--- src/rtl/fetch_pc_unit_pkg.sv ---
// Shared constants and types for the instruction-fetch stage.
package fetch_pc_unit_pkg;

  localparam int unsigned XLEN = 32;

  localparam logic [XLEN-1:0] RESET_PC_DEFAULT = 32'h0000_0000;
  localparam logic [XLEN-1:0] NOP_INSTR        = 32'h0000_0000;
  localparam logic [XLEN-1:0] PC_INCR          = 32'd4;

  // Next-PC source select; HOLD covers the stalled cycle.
  typedef enum logic [1:0] {
    SEL_SEQ    = 2'd0,
    SEL_HOLD   = 2'd1,
    SEL_JUMP   = 2'd2,
    SEL_BRANCH = 2'd3
  } pc_sel_e;

  // IF/ID pipeline register payload.
  typedef struct packed {
    logic [XLEN-1:0] instr;
    logic [XLEN-1:0] pc_add;
    logic            valid;
  } if_id_t;

  // Redirect targets are always word aligned.
  function automatic logic [XLEN-1:0] align_word(input logic [XLEN-1:0] addr);
    return {addr[XLEN-1:2], 2'b00};
  endfunction

endpackage

--- src/rtl/fetch_pc_unit_if_id_reg.sv ---
// IF/ID pipeline register with hold and flush controls.
module if_id_reg
  import fetch_pc_unit_pkg::*;
(
  input  logic   clk,
  input  logic   reset,
  input  logic   hold,
  input  logic   flush,
  input  if_id_t d,
  output if_id_t q
);

  // Reset beats hold, hold beats flush, flush inserts a bubble.
  always_ff @(posedge clk) begin
    if (reset) begin
      q <= '{instr: NOP_INSTR, pc_add: '0, valid: 1'b0};
    end else if (hold) begin
      q <= q;
    end else if (flush) begin
      q <= '{instr: NOP_INSTR, pc_add: '0, valid: 1'b0};
    end else begin
      q <= d;
    end
  end

endmodule

--- src/rtl/fetch_pc_unit.sv ---
// Instruction-fetch stage: PC register, next-PC select and IF/ID register.
// Build option: DELAY_SLOT_EN keeps the instruction fetched in the redirect
// cycle (branch delay slot) instead of squashing it.
module fetch_pc_unit
  import fetch_pc_unit_pkg::*;
#(
  parameter logic [XLEN-1:0] RESET_PC = RESET_PC_DEFAULT
) (
  input  logic            Clk,
  input  logic            Reset,
  input  logic            Stall,
  input  logic            Jump,
  input  logic [XLEN-1:0] JumpAddress,
  input  logic            Branch,
  input  logic [XLEN-1:0] BranchAddress,
  input  logic [XLEN-1:0] Instruction,
  output logic [XLEN-1:0] PCResult,
  output logic [XLEN-1:0] IF_ID_Instruction,
  output logic [XLEN-1:0] IF_ID_PCAddResult,
  output logic            IF_ID_Valid
);

  logic [XLEN-1:0] pc_add;
  logic [XLEN-1:0] pc_next;
  pc_sel_e         pc_sel;
  logic            redirect;
  logic            flush;
  if_id_t          if_id_d;
  if_id_t          if_id_q;

  assign pc_add = PCResult + PC_INCR;

  // Source priority: stall, then jump, then branch, then sequential.
  always_comb begin
    pc_sel = SEL_SEQ;
    if (Stall) begin
      pc_sel = SEL_HOLD;
    end else if (Jump) begin
      pc_sel = SEL_JUMP;
    end else if (Branch) begin
      pc_sel = SEL_BRANCH;
    end
  end

  // Next-PC mux; redirect targets get their low bits cleared.
  always_comb begin
    pc_next  = pc_add;
    redirect = 1'b0;
    case (pc_sel)
      SEL_HOLD:   pc_next = PCResult;
      SEL_JUMP: begin
        pc_next  = align_word(JumpAddress);
        redirect = 1'b1;
      end
      SEL_BRANCH: begin
        pc_next  = align_word(BranchAddress);
        redirect = 1'b1;
      end
      default:    pc_next = pc_add;
    endcase
  end

  // Program counter register.
  always_ff @(posedge Clk) begin
    if (Reset) begin
      PCResult <= RESET_PC;
    end else begin
      PCResult <= pc_next;
    end
  end

`ifdef DELAY_SLOT_EN
  assign flush = 1'b0;
`else
  assign flush = redirect;
`endif

  assign if_id_d = '{instr: Instruction, pc_add: pc_add, valid: 1'b1};

  if_id_reg u_if_id_reg (
    .clk   (Clk),
    .reset (Reset),
    .hold  (Stall),
    .flush (flush),
    .d     (if_id_d),
    .q     (if_id_q)
  );

  assign IF_ID_Instruction = if_id_q.instr;
  assign IF_ID_PCAddResult = if_id_q.pc_add;
  assign IF_ID_Valid       = if_id_q.valid;

endmodule

--- config.mk ---
export PLATFORM = sky130hd
export DESIGN_NAME = fetch_pc_unit
export DESIGN_NICKNAME = d
export VERILOG_FILES = /design/src/rtl/fetch_pc_unit_pkg.sv /design/src/rtl/fetch_pc_unit_if_id_reg.sv /design/src/rtl/fetch_pc_unit.sv
export SDC_FILE = /design/constraint.sdc
export NUM_CORES = 1
export LEC_CHECK = 0
export CAP_MARGIN = 20
export CELL_PAD_IN_SITES_DETAIL_PLACEMENT = 0
export CELL_PAD_IN_SITES_GLOBAL_PLACEMENT = 1
export CORE_MARGIN = 8
export CORE_UTILIZATION = 30
export CTS_CLUSTER_DIAMETER = 150
export DETAILED_ROUTE_END_ITERATION = 7
export PLACE_DENSITY = 0.87
export SLEW_MARGIN = 5
export SYNTH_ARGS = -nofsm -noshare
export SYNTH_HDL_FRONTEND = slang
export SYNTH_HIERARCHICAL = 1
export SYNTH_SLANG_ARGS = --single-unit
--- constraint.sdc ---
create_clock -name Clk -period 2.1 [get_ports Clk]
set_clock_uncertainty 0.1 [all_clocks]
set_input_delay 0.315 -clock Clk [delete_from_list [all_inputs] [get_ports Clk]]
set_output_delay 0.315 -clock Clk [all_outputs]
set_load 0.01 [all_outputs]
run_1/placement_by_type.png
Scale bar: 50 microns.
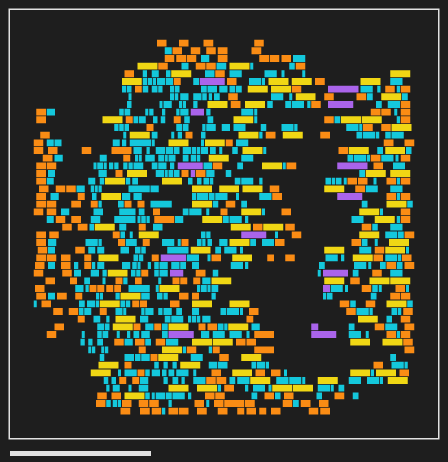
Key: combinational and other logic = cyan [cells 484, share of their area 42%]; clock drivers and dummy loads = purple [cells 16, share of their area 4.2%]; flops = yellow [cells 95, share of their area 24%]; other buffers and delay cells = orange [cells 249, share of their area 30%]
post-route standard cell area excluding fillers: 8230 sq um
flop share of the area: 23.1%
Site Rows: 49
core outline area: 18,000 sq um
core utilization of the finished layout: 45.7%

run_1/flops_by_reg.png
Scale bar: 50 microns. Other cells in gray.
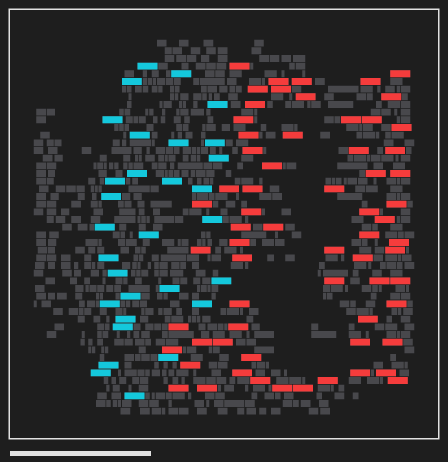
Key: `PCResult` = cyan [sequential cells 30]; `u_if_id_reg/q` = red [sequential cells 65]

run_1/congestion.png
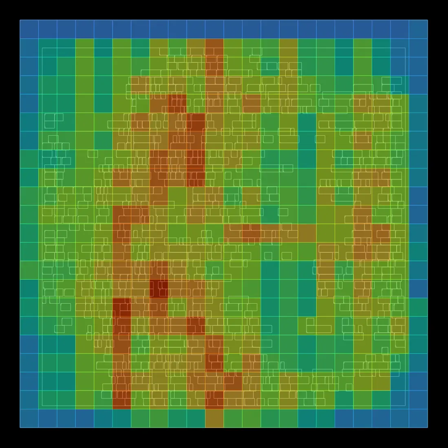
met2 Resource Use GR: 22.1%
per-cell routed wire length: 16.9 microns

[run 1: tightest hold or removal path, cell delays in order]
cell,delay (ps)
sky130_fd_sc_hd__buf_4,200
sky130_fd_sc_hd__nand2_1,90
sky130_fd_sc_hd__a21oi_1,50
[run 1: state kept, by name (all words and copies together) (netlist names)]
register and cells:
u_if_id_reg/q 65, PCResult 30
[run 1: cell type report]
class,instances,share of cell area (%)
Tap cell,229,3.48
Multi-Input combinational cell,475,39.7
Clock buffer,11,3.07
Sequential cell,95,23.1
Inverter,9,0.410
Clock inverter,5,0.973
Timing Repair Buffer,249,29.2
[run 1: power by group through the flow]
stage,sequential [mW],combinational (mW),clock [mW]
after floorplan,2.05,0.460,0
after detailed placement,1.99,1.05,0
after global placement,1.99,1.04,0
after global routing,1.97,1.13,1.98
final,1.95,1.05,1.85
after CTS,1.95,1.05,1.92
[run 1: what timing repair did]
| item | in CTS | in global routing |
|---|---|---|
| endpoints found under the hold margin | 0 | 0 |
| resized | 0 | 1 |
| endpoints found under the setup margin | 0 | 2 |
[run 1: placed cells by master (no fill, tap or decap), types with 5 or more instances in the layout]
| cell | n |
|---|---|
| sky130_fd_sc_hd__o21ai_0 | 27 |
| sky130_fd_sc_hd__and3_1 | 5 |
| sky130_fd_sc_hd__a221oi_1 | 7 |
| sky130_fd_sc_hd__nand4_1 | 9 |
| sky130_fd_sc_hd__buf_4 | 55 |
| sky130_fd_sc_hd__nor2_1 | 31 |
| sky130_fd_sc_hd__buf_12 | 5 |
| sky130_fd_sc_hd__xnor2_1 | 23 |
| sky130_fd_sc_hd__dfxtp_1 | 95 |
| sky130_fd_sc_hd__a21o_1 | 7 |
| sky130_fd_sc_hd__inv_1 | 9 |
| sky130_fd_sc_hd__clkdlybuf4s50_1 | 189 |
| sky130_fd_sc_hd__a21oi_1 | 32 |
| sky130_fd_sc_hd__a22oi_1 | 12 |
| sky130_fd_sc_hd__nand2_1 | 92 |
| sky130_fd_sc_hd__mux2i_1 | 5 |
| sky130_fd_sc_hd__nor3_1 | 8 |
| sky130_fd_sc_hd__o22ai_1 | 7 |
| sky130_fd_sc_hd__clkbuf_16 | 9 |
| sky130_fd_sc_hd__conb_1 | 5 |
| sky130_fd_sc_hd__nand3_1 | 13 |
| sky130_fd_sc_hd__nand2b_1 | 66 |
| sky130_fd_sc_hd__o22ai_2 | 60 |
[run 1: metal layers]
metal	GRT usage [%]	share of wire, %	vias up
li1	-	-	2658
met1	21.7	51	2418
met2	22.1	43	149
met3	3.50	5.0	15
met4	4.62	1.3	0
met5	0	0	-
[run 1: logic make-up after synthesis]
| group | after synthesis |
|---|---|
| simple gates | 258 |
| compound gates | 178 |
| flops | 95 |
| buf+inv | 70 |
| xor+xnor | 27 |
| mux | 6 |
| other cells | 2 |
| fa+ha+maj | 1 |
[run 1: per-stage QoR]
| stage | total power, mW | cells | setup WS [ps] |
|---|---|---|---|
| finish | 4.85 | 1073 | 105 |
| global route | 5.08 | 1073 | -9.76 |
| CTS | 4.92 | 1073 | 97.6 |
| detailed placement | 3.05 | 1057 | -62.5 |
| global placement | 3.03 | 1057 | 2.88 |
| floorplan | 2.51 | 640 | 24.5 |
==> impl_summary.log, run 1 <==
[report] extracting results
[metrics] result of the run: completed
[metrics] number of routed nets with antenna violations: 0
[metrics] effective utilization at floorplan: 30.7%
[metrics] Multiplexer share: 1.11%
[metrics] Crit path depth: 8
[metrics] share of flip-flops with an asynchronous set or reset: 0%
[metrics] worst hold path class: input pin to flip-flop
[metrics] H-Tree Depth: 3
[metrics] count of fill cells added during filler insertion: 1,774
[metrics] Worst Setup EP: u_if_id_reg/q[29]
[metrics] delay-heaviest family, CP: simple AND/OR/NAND/NOR gates
[metrics] startpoint type of the worst setup path: flip-flop
[metrics] area taken by flip-flops and latches: 1900 sq um
[metrics] type of the worst setup path: flip-flop to flip-flop
[metrics] max-slew violations: 0
[metrics] number of setup violations in the final report: 0
[metrics] final net count: 941
[metrics] Top area cell types: sky130_fd_sc_hd__dfxtp_1 34%, sky130_fd_sc_hd__o22ai_2 14%, sky130_fd_sc_hd__nand2b_1 7.5%
[metrics] Basic Gates by Area: 25.7%
[metrics] worst path bufs/invs: 1
[metrics] antenna violations before repair: 0
[metrics] total negative setup slack: 0 ps
==> run 1 -> run 2 <==
CORE_ASPECT_RATIO = 1.25   (was default)
run_2/logic_types.png
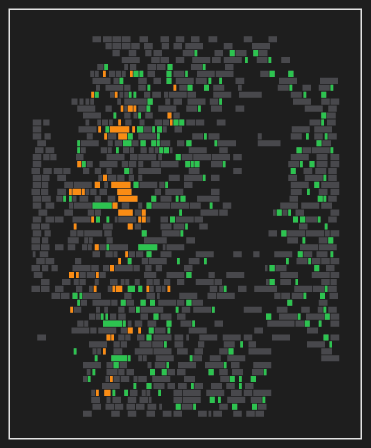
Key: NOR gates = orange [cells 54, most used nor2_1]; NAND gates = green [cells 187, most used nand2_1, where spread over the die]

run_2/congestion.png
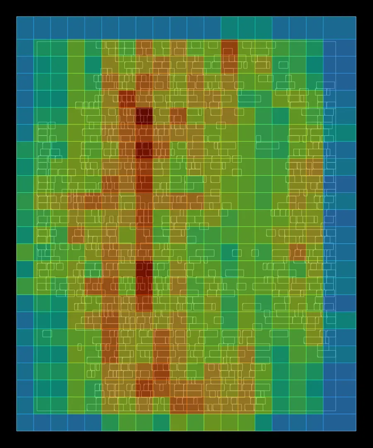
Total GRT Usage: 15.5%
per-cell routed wire length: 17.1 microns
global-route met3 utilization: 2.26%
met1 routing resource usage after global routing: 21.1%
global-route layer with the greatest usage: met2

==> impl_summary.log, run 2 <==
[report] extracting results
[metrics] result of the run: completed (unchanged)
[metrics] most instantiated logic cells after routing: 189 x sky130_fd_sc_hd__clkdlybuf4s50_1, 95 x sky130_fd_sc_hd__dfxtp_1, 92 x sky130_fd_sc_hd__nand2_1, 66 x sky130_fd_sc_hd__nand2b_1, 60 x sky130_fd_sc_hd__o22ai_2 (unchanged)
[metrics] final std cells w/o fill: 1,069 (was 1,073)
[metrics] number of setup violations in the final report: 0 (unchanged)
[metrics] register containing the most flip-flops in the final layout: u_if_id_reg/q (unchanged)
[metrics] worst hold path class: input pin to flip-flop (unchanged)
[metrics] H-Tree Depth: 3 (unchanged)
[metrics] Site Rows: 55 (was 49)
[metrics] most numerous logic cell after layout: sky130_fd_sc_hd__clkdlybuf4s50_1 (unchanged)
[metrics] Crit path depth: 6 (was 8)
[metrics] worst path bufs/invs: 0 (was 1)
[metrics] number of placed instances, taps included: 1,051 (was 1,057)
[metrics] core outline area: 18,100 sq um (was 18,000 sq um)
[metrics] number of routed nets with antenna violations: 0 (unchanged)
[metrics] delay-heaviest family, CP: simple AND/OR/NAND/NOR gates (unchanged)
[metrics] Top area cell types: sky130_fd_sc_hd__dfxtp_1 34%, sky130_fd_sc_hd__o22ai_2 14%, sky130_fd_sc_hd__nand2b_1 7.5% (unchanged)
[metrics] share of flip-flops with an asynchronous set or reset: 0% (unchanged)
[metrics] final net count: 938 (was 941)
[metrics] antenna violations before repair: 0 (unchanged)
[metrics] total negative setup slack: 0 ps (unchanged)
[metrics] type of the worst setup path: flip-flop to flip-flop (unchanged)
[metrics] effective utilization at floorplan: 30.6% (was 30.7%)
[metrics] core utilization of the finished layout: 45.5% (was 45.7%)
[metrics] startpoint type of the worst setup path: flip-flop (unchanged)
[run 2: layer usage]
layer	vias up	part of all wire [%]	GRT usage, %
met5	-	0	0
met4	0	1.6	5.59
met3	15	6.2	2.26
met2	151	46	24.2
met1	2440	46	21.1
li1	2657	-	-
[run 2: repair_timing]
| item | 4_1_cts | 5_1_grt |
|---|---|---|
| buffers inserted | 0 | 2 |
| hold buffers | 0 | 0 |
| setup endpoints to repair | 0 | 6 |
| gates resized | 0 | 2 |
| endpoints found under the hold margin | 0 | 0 |
[run 2: path summary, 6_finish.rpt]
check	slack (ps)	end	from
min reg2reg	350	u_if_id_reg/q[63]	u_if_id_reg/q[63]
max	110	PCResult[26]	PCResult[2]
min	290	PCResult[9]	Stall
max reg2reg	110	PCResult[26]	PCResult[2]
[run 2: area by class of cell]
cell class	instances	share of cell area, %
Multi-Input combinational cell	475	39.8
Timing Repair Buffer	246	29.5
Sequential cell	95	23.1
Tap cell	228	3.46
Clock buffer	11	3.07
Clock inverter	5	0.683
Inverter	9	0.410
[run 2: kinds of logic (layout without fill, tap and decap cells)]
logic type	count (synthesis)	in the layout	share of synthesized area, %
AND-OR/OR-AND	178	178	27.2
flip-flops	95	95	34.4
multiplexers	6	6	1.11
XOR/XNOR	27	27	4.27
other	2	5	0.136
adder cells (fa/ha/maj)	1	1	0.226
buffers and inverters	70	271	6.94
AND/OR/NAND/NOR	258	258	25.7
[run 2: worst reg2reg max path: stages, from the launching register on]
cell	delay, ps
sky130_fd_sc_hd__dfxtp_1	340
sky130_fd_sc_hd__ha_1	220
sky130_fd_sc_hd__nand3_4	180
sky130_fd_sc_hd__nor4_4	350
sky130_fd_sc_hd__nand3_2	140
sky130_fd_sc_hd__or4_1	500
sky130_fd_sc_hd__nand3b_1	100
[run 2: per-stage QoR]
| step | area, sq um | setup WS [ps] |
|---|---|---|
| after floorplan | 5550 | 24.5 |
| after global placement | 7900 | 8.02 |
| after detailed placement | 7900 | -24.9 |
| after CTS | 8210 | 70.6 |
| after global routing | 8240 | 24.8 |
| final | 8240 | 113 |
[run 2: power by group]
group	internal (mW)	switching, mW	total [mW]	leakage, nW
clock	0.987	0.741	1.73	0.152
combinational	0.569	0.473	1.04	2.04
sequential	1.89	0.0693	1.96	0.777
total	3.45	1.28	4.73	2.97
Power and IR drop assume default switching activity.
